===== src/rtl/apb_reg_pkg.sv =====
// Shared definitions for the APB register completer: register offsets,
// CTRL bit positions, the bus FSM state type and address decode helpers.
package apb_reg_pkg;

    localparam logic [7:0] CTRL_OFS     = 8'h00;
    localparam logic [7:0] STATUS_OFS   = 8'h04;
    localparam logic [7:0] INT_STAT_OFS = 8'h08;
    localparam logic [7:0] INT_EN_OFS   = 8'h0C;
    localparam logic [7:0] SCRATCH_OFS  = 8'h10;
    localparam logic [7:0] COUNTER_OFS  = 8'h14;

    localparam int unsigned CTRL_CNT_EN_BIT = 0;

    typedef enum logic {IDLE, ACCESS} apb_state_e;

    function automatic logic ofs_is_mapped(input logic [7:0] ofs);
        return (ofs == CTRL_OFS)    || (ofs == STATUS_OFS)  ||
               (ofs == INT_STAT_OFS) || (ofs == INT_EN_OFS) ||
               (ofs == SCRATCH_OFS) || (ofs == COUNTER_OFS);
    endfunction

    function automatic logic ofs_is_read_only(input logic [7:0] ofs);
        return (ofs == STATUS_OFS) || (ofs == COUNTER_OFS);
    endfunction

endpackage


===== src/rtl/apb_reg_file.sv =====
// Register file behind the APB completer.
// Holds CTRL, INT_STAT (W1C, hardware set wins), INT_EN, SCRATCH, the
// free-running COUNTER and the registered interrupt output.
// Ports:
//   clk_i, rst_ni   clock / async active-low reset
//   wr_en_i         commit a write this edge (already error-filtered)
//   rd_en_i         present read data on rdata_o (otherwise rdata_o = 0)
//   write_i         transfer direction, used for the read-only error check
//   addr_i          byte offset PADDR[7:0]
//   wdata_i         write data
//   hw_status_i     live STATUS value
//   hw_event_i      per-bit event pulses into INT_STAT
//   rdata_o, err_o  read data and decode error for the current address
//   ctrl_o, irq_o   CTRL value and registered interrupt
module apb_reg_file
    import apb_reg_pkg::*;
#(
    parameter int unsigned        DATA_W   = 32,
    parameter logic [DATA_W-1:0]  CTRL_RST = '0
) (
    input  logic              clk_i,
    input  logic              rst_ni,
    input  logic              wr_en_i,
    input  logic              rd_en_i,
    input  logic              write_i,
    input  logic [7:0]        addr_i,
    input  logic [DATA_W-1:0] wdata_i,
    input  logic [DATA_W-1:0] hw_status_i,
    input  logic [DATA_W-1:0] hw_event_i,
    output logic [DATA_W-1:0] rdata_o,
    output logic              err_o,
    output logic [DATA_W-1:0] ctrl_o,
    output logic              irq_o
);

    logic [DATA_W-1:0] ctrl_q,     ctrl_d;
    logic [DATA_W-1:0] int_stat_q, int_stat_d;
    logic [DATA_W-1:0] int_en_q,   int_en_d;
    logic [DATA_W-1:0] scratch_q,  scratch_d;
    logic [DATA_W-1:0] counter_q,  counter_d;
    logic              irq_q,      irq_d;

    always_comb begin
        err_o = !ofs_is_mapped(addr_i) || (addr_i[1:0] != 2'b00) ||
                (write_i && ofs_is_read_only(addr_i));
    end

    always_comb begin
        rdata_o = '0;
        if (rd_en_i) begin
            case (addr_i)
                CTRL_OFS:     rdata_o = ctrl_q;
                STATUS_OFS:   rdata_o = hw_status_i;
                INT_STAT_OFS: rdata_o = int_stat_q;
                INT_EN_OFS:   rdata_o = int_en_q;
                SCRATCH_OFS:  rdata_o = scratch_q;
                COUNTER_OFS:  rdata_o = counter_q;
                default:      rdata_o = '0;
            endcase
        end
    end

    always_comb begin
        ctrl_d     = ctrl_q;
        int_stat_d = int_stat_q;
        int_en_d   = int_en_q;
        scratch_d  = scratch_q;
        if (wr_en_i) begin
            case (addr_i)
                CTRL_OFS:     ctrl_d     = wdata_i;
                INT_STAT_OFS: int_stat_d = int_stat_q & ~wdata_i;
                INT_EN_OFS:   int_en_d   = wdata_i;
                SCRATCH_OFS:  scratch_d  = wdata_i;
                default:      ;
            endcase
        end
        // Applied after the W1C clear so a coincident event keeps its bit set.
        int_stat_d = int_stat_d | hw_event_i;
        counter_d  = ctrl_q[CTRL_CNT_EN_BIT] ? counter_q + DATA_W'(1) : counter_q;
        irq_d      = |(int_stat_q & int_en_q);
    end

    always_ff @(posedge clk_i or negedge rst_ni) begin
        if (!rst_ni) begin
            ctrl_q     <= CTRL_RST;
            int_stat_q <= '0;
            int_en_q   <= '0;
            scratch_q  <= '0;
            counter_q  <= '0;
            irq_q      <= 1'b0;
        end else begin
            ctrl_q     <= ctrl_d;
            int_stat_q <= int_stat_d;
            int_en_q   <= int_en_d;
            scratch_q  <= scratch_d;
            counter_q  <= counter_d;
            irq_q      <= irq_d;
        end
    end

    assign ctrl_o = ctrl_q;
    assign irq_o  = irq_q;

endmodule


===== src/rtl/apb_reg_completer.sv =====
// APB completer for the RAL test target: bus FSM with programmable wait
// states, response generation and the register file instance.
// Ports:
//   PCLK, PRESETn                     clock / async active-low reset
//   PSEL, PENABLE, PWRITE, PADDR,
//   PWDATA                            APB request
//   PRDATA, PREADY, PSLVERR           APB response
//   hw_status_i                       live STATUS value
//   hw_event_i                        interrupt event pulses
//   ctrl_o                            current CTRL value
//   irq_o                             registered |(INT_STAT & INT_EN)
module apb_reg_completer
    import apb_reg_pkg::*;
#(
    parameter int unsigned        ADDR_W      = 32,
    parameter int unsigned        DATA_W      = 32,
    parameter int unsigned        WAIT_STATES = 0,
    parameter logic [DATA_W-1:0]  CTRL_RST    = '0
) (
    input  logic              PCLK,
    input  logic              PRESETn,
    input  logic              PSEL,
    input  logic              PENABLE,
    input  logic              PWRITE,
    input  logic [ADDR_W-1:0] PADDR,
    input  logic [DATA_W-1:0] PWDATA,
    output logic [DATA_W-1:0] PRDATA,
    output logic              PREADY,
    output logic              PSLVERR,
    input  logic [DATA_W-1:0] hw_status_i,
    input  logic [DATA_W-1:0] hw_event_i,
    output logic [DATA_W-1:0] ctrl_o,
    output logic              irq_o
);

    localparam logic [3:0] WAIT_LOAD = 4'(WAIT_STATES);

    apb_state_e  state_q, state_d;
    logic [3:0]  wait_cnt_q, wait_cnt_d;

    logic              addr_hi_err;
    logic              rf_err;
    logic              rf_wr_en;
    logic              rf_rd_en;
    logic [DATA_W-1:0] rf_rdata;

    // Only PADDR[7:0] is decoded; anything above must be zero.
    assign addr_hi_err = |(PADDR >> 8);

    assign PREADY   = (state_q == ACCESS) && PSEL && PENABLE && (wait_cnt_q == '0);
    assign PSLVERR  = PREADY && (addr_hi_err || rf_err);
    assign rf_wr_en = PREADY && PWRITE && !PSLVERR;
    assign rf_rd_en = PREADY && !PWRITE && !PSLVERR;
    assign PRDATA   = rf_rdata;

    always_comb begin
        state_d    = state_q;
        wait_cnt_d = wait_cnt_q;
        case (state_q)
            IDLE: begin
                if (PSEL && !PENABLE) begin
                    state_d    = ACCESS;
                    wait_cnt_d = WAIT_LOAD;
                end
            end
            ACCESS: begin
                // Deselect mid-access abandons the transfer without a response.
                if (!PSEL || PREADY) begin
                    state_d = IDLE;
                end else if (wait_cnt_q != '0) begin
                    wait_cnt_d = wait_cnt_q - 4'd1;
                end
            end
            default: state_d = IDLE;
        endcase
    end

    always_ff @(posedge PCLK or negedge PRESETn) begin
        if (!PRESETn) begin
            state_q    <= IDLE;
            wait_cnt_q <= '0;
        end else begin
            state_q    <= state_d;
            wait_cnt_q <= wait_cnt_d;
        end
    end

    apb_reg_file #(
        .DATA_W   (DATA_W),
        .CTRL_RST (CTRL_RST)
    ) u_regs (
        .clk_i       (PCLK),
        .rst_ni      (PRESETn),
        .wr_en_i     (rf_wr_en),
        .rd_en_i     (rf_rd_en),
        .write_i     (PWRITE),
        .addr_i      (PADDR[7:0]),
        .wdata_i     (PWDATA),
        .hw_status_i (hw_status_i),
        .hw_event_i  (hw_event_i),
        .rdata_o     (rf_rdata),
        .err_o       (rf_err),
        .ctrl_o      (ctrl_o),
        .irq_o       (irq_o)
    );

endmodule


===== config.mk =====
export PLATFORM = sky130hd
export DESIGN_NAME = apb_reg_completer
export DESIGN_NICKNAME = d
export VERILOG_FILES = /design/src/rtl/apb_reg_pkg.sv /design/src/rtl/apb_reg_file.sv /design/src/rtl/apb_reg_completer.sv
export SDC_FILE = /design/constraint.sdc
export NUM_CORES = 1
export LEC_CHECK = 0
export CORE_MARGIN = 3
export CORE_UTILIZATION = 58
export DETAILED_ROUTE_END_ITERATION = 16
export DONT_BUFFER_PORTS = 1
export PLACE_DENSITY_LB_ADDON = 0.05
export SLEW_MARGIN = 20
export SYNTH_ARGS = -nofsm -noshare
export SYNTH_HDL_FRONTEND = slang
export SYNTH_HIERARCHICAL = 1
export SYNTH_SLANG_ARGS = --single-unit

===== constraint.sdc =====
create_clock -name PCLK -period 3.04 [get_ports PCLK]
set_clock_uncertainty 0.05 [all_clocks]
set_input_delay 0.608 -clock PCLK [delete_from_list [all_inputs] [get_ports PCLK]]
set_output_delay 0.608 -clock PCLK [all_outputs]
set_load 0.1 [all_outputs]

==> Changelog: implementation <==
### Implementation results

- Clk buf depth: 2
- R2r worst-path depth: 11
- Comb pwr share: 0.044
- Vias/cell: 6.39
- Internal power: 3.80 mW
- Final setup viols: 32
- Worst hold margin: -0.176 ns
- Clock power frac: 0.485
- Post-Layout Cell Count: 948
- Yosys Chip Area: 8480 µm²
- Cycle use final: 1.11
- CP max-delay cell: or4_4
- GP Congestion: 0.832
- YS warnings: 6
- Largest net degree at the start of global routing: 167
- Hold Vio Cnt, Final: 166
- Crit path launch type: input port
- H-tree depth: 4
- Failing checks: hold timing, setup timing
- Worst-path fanout max: 10
- CP endpoint: PRDATA[12]
- Chip Height: 127 µm
- Final Max Tran Viols: 0
- Worst r2r src: wait_cnt_q[0]
- Routed Antenna Nets: 0
- Clock slew at reported path FFs: 0.06 ns
- Latest clock arrival within the worst-skew pair: 0.42 ns
- Layout cells sized above 1: 0.368
- Relative slew slack: 0.384
- Status: finished, violations left
- Drt wl/cell: 25.3 µm
- Place WS: -0.411 ns
- Min Clock Period, post-route: 3.37 ns
- DRC: 0
- Drt first pass iters: 4
- Placeable Area: 14100 µm²
- Max frequency: 297 MHz
- Setup WS post-layout: -0.327 ns
-- area by class of cell --
class                      instances  share of cell area
clock buffer                      18              0.0417
tap                              180              0.0219
multi-input combinational        449               0.402
clock inverter                    14              0.0201
sequential                       166               0.404
antenna                            1            0.000243
inverter                          44              0.0160
timing repair buffer              76              0.0943
-- synth_stat cells (16+ instances only) --
master	n	area [µm²]
xor2_1	19	166
o22ai_1	32	200
mux4_2	32	721
nand2_1	48	180
clkbuf_1	21	78.8
inv_1	44	165
dfrtp_1	166	4150
and2_1	33	206
a22oi_1	16	120
a21o_1	32	240
mux2i_1	34	340
mux2_2	96	1080
-- kinds of logic after synthesis --
| family | after synthesis | share of synthesized area |
|---|---|---|
| buffers and inverters | 81 | 0.0404 |
| muxes | 163 | 0.254 |
| DFF | 166 | 0.490 |
| and+or+nand+nor | 165 | 0.109 |
| adders and majority gates | 2 | 0.00295 |
| xor gates and xnor gates | 30 | 0.0310 |
| AOI/OAI and AO/OA | 89 | 0.0732 |
-- power groups by stage --
stage / Clock (mW) / Sequential (mW) / Combinational (mW)
5_1_grt: 2.44 / 2.25 / 0.224
6_report: 2.32 / 2.25 / 0.209
3_5_place_dp: 0 / 2.29 / 0.207
3_3_place_gp: 0 / 2.29 / 0.197
4_1_cts: 2.36 / 2.25 / 0.209
2_1_floorplan: 0 / 2.29 / 0.208
-- sequential cells by signal, indices dropped and copies added, names as in the netlist --
signal and count:
u_regs/counter_q 32, u_regs/int_en_q 32, u_regs/scratch_q 32, u_regs/int_stat_q 32
state_q 1, u_regs/ctrl_o 32, wait_cnt_q 4, u_regs/irq_o 1
-- worst min path at each step --
stage,endpoint,cells past startpoint,from,slack [ns]
floorplan,state_q,0,PRESETn,0.26
global placement,wait_cnt_q[1],0,PRESETn,0.27
detailed placement,wait_cnt_q[0],0,PRESETn,0.27
CTS,wait_cnt_q[2],0,PRESETn,-0.19
global route,wait_cnt_q[0],0,PRESETn,-0.19
finish,wait_cnt_q[0],0,PRESETn,-0.18
-- metrics by stage --
stage	util	instance area [µm²]	hold WS, ns
after floorplan	-	8600	0.262
after global placement	0.666	9390	0.267
after detailed placement	0.666	9390	0.267
after CTS	0.716	10100	-0.192
after global routing	0.730	10300	-0.194
final	0.730	10300	-0.176
-- cell usage in the layout, fill, tap and decap left out, types with 3 or more instances in the layout --
cell,synthesis,routed
dfrtp_1,166,166
mux2_2,96,96
nand2_1,48,47
inv_1,44,44
buf_4,3,42
mux2i_1,34,34
mux4_2,32,32
o22ai_1,32,32
a21o_1,32,32
and2_4,0,31
buf_12,0,24
clkbuf_16,0,22
xor2_1,19,19
a22oi_1,16,16
nand4_1,13,13
nor4_1,15,11
nor3_1,11,11
xnor2_1,11,11
nand3_1,10,10
nor2_1,10,9
clkinv_2,0,5
bufinv_16,0,5
o21ai_0,4,4
buf_6,3,4
or4_1,4,4
nor4_4,0,3
clkinvlp_4,0,3
or3_1,3,3
-- routing by layer --
metal,part of all wire,vias to the layer above
met1,0.40,3094
li1,-,2654
met2,0.49,270
met3,0.091,36
met5,0,-
met4,0.020,0
### Cells by drive strength

The bar under the picture is 50 µm long.
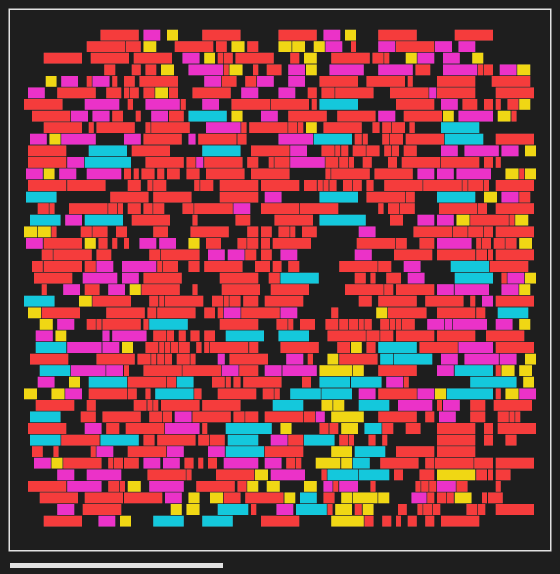
- yellow: drive 3 to 4 (cells 86)
- red: drive 1 or less (cells 485)
- magenta: drive 2 (cells 140)
- cyan: drive 6 and up (cells 56)
Setup WS post-layout: -0.327 ns
Repair and plain buffers: 76
area grow syn2layout: 21.3%
Finished Cell Area: 10300 µm²

### Routing congestion map

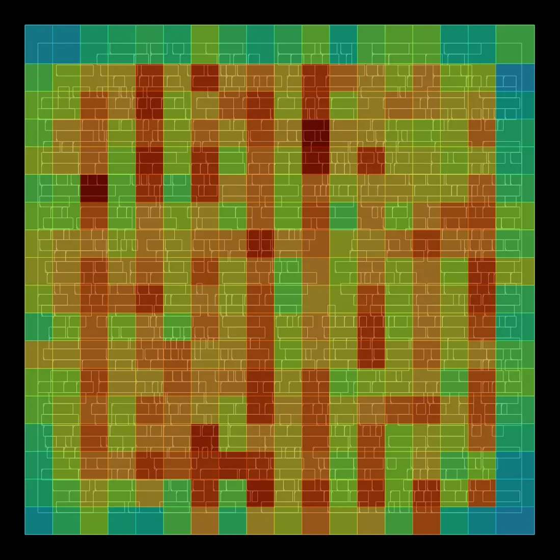
met3 usage: 0.0952
GR Util met2: 0.455

### M2 wires

The bar under the picture is 50 µm long.
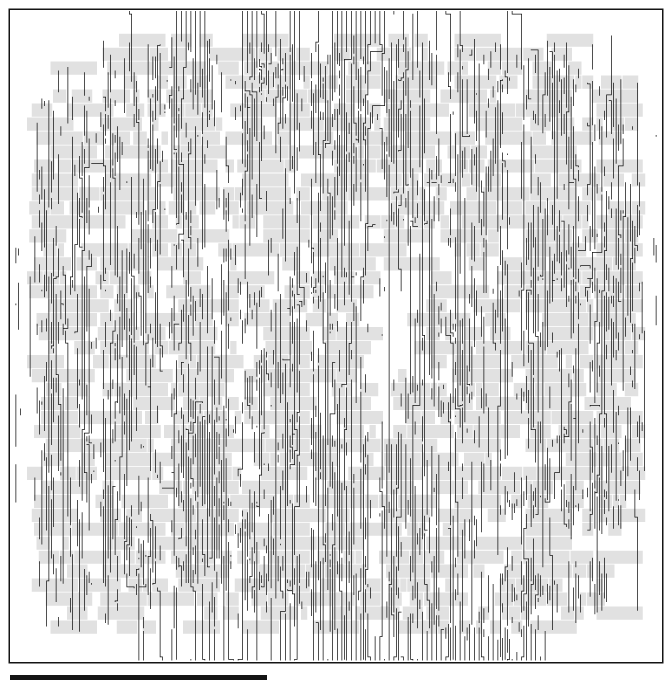
- longest straight run: 59.8 µm
- share of all routed wire: 49%
- wire length on this layer: 11700 µm
- nets with wire on the layer: 805
DR vias: 6054
DRT Wirelength: 24000 µm

Power figures rest on the tool's default switching activity, not on a simulated workload.
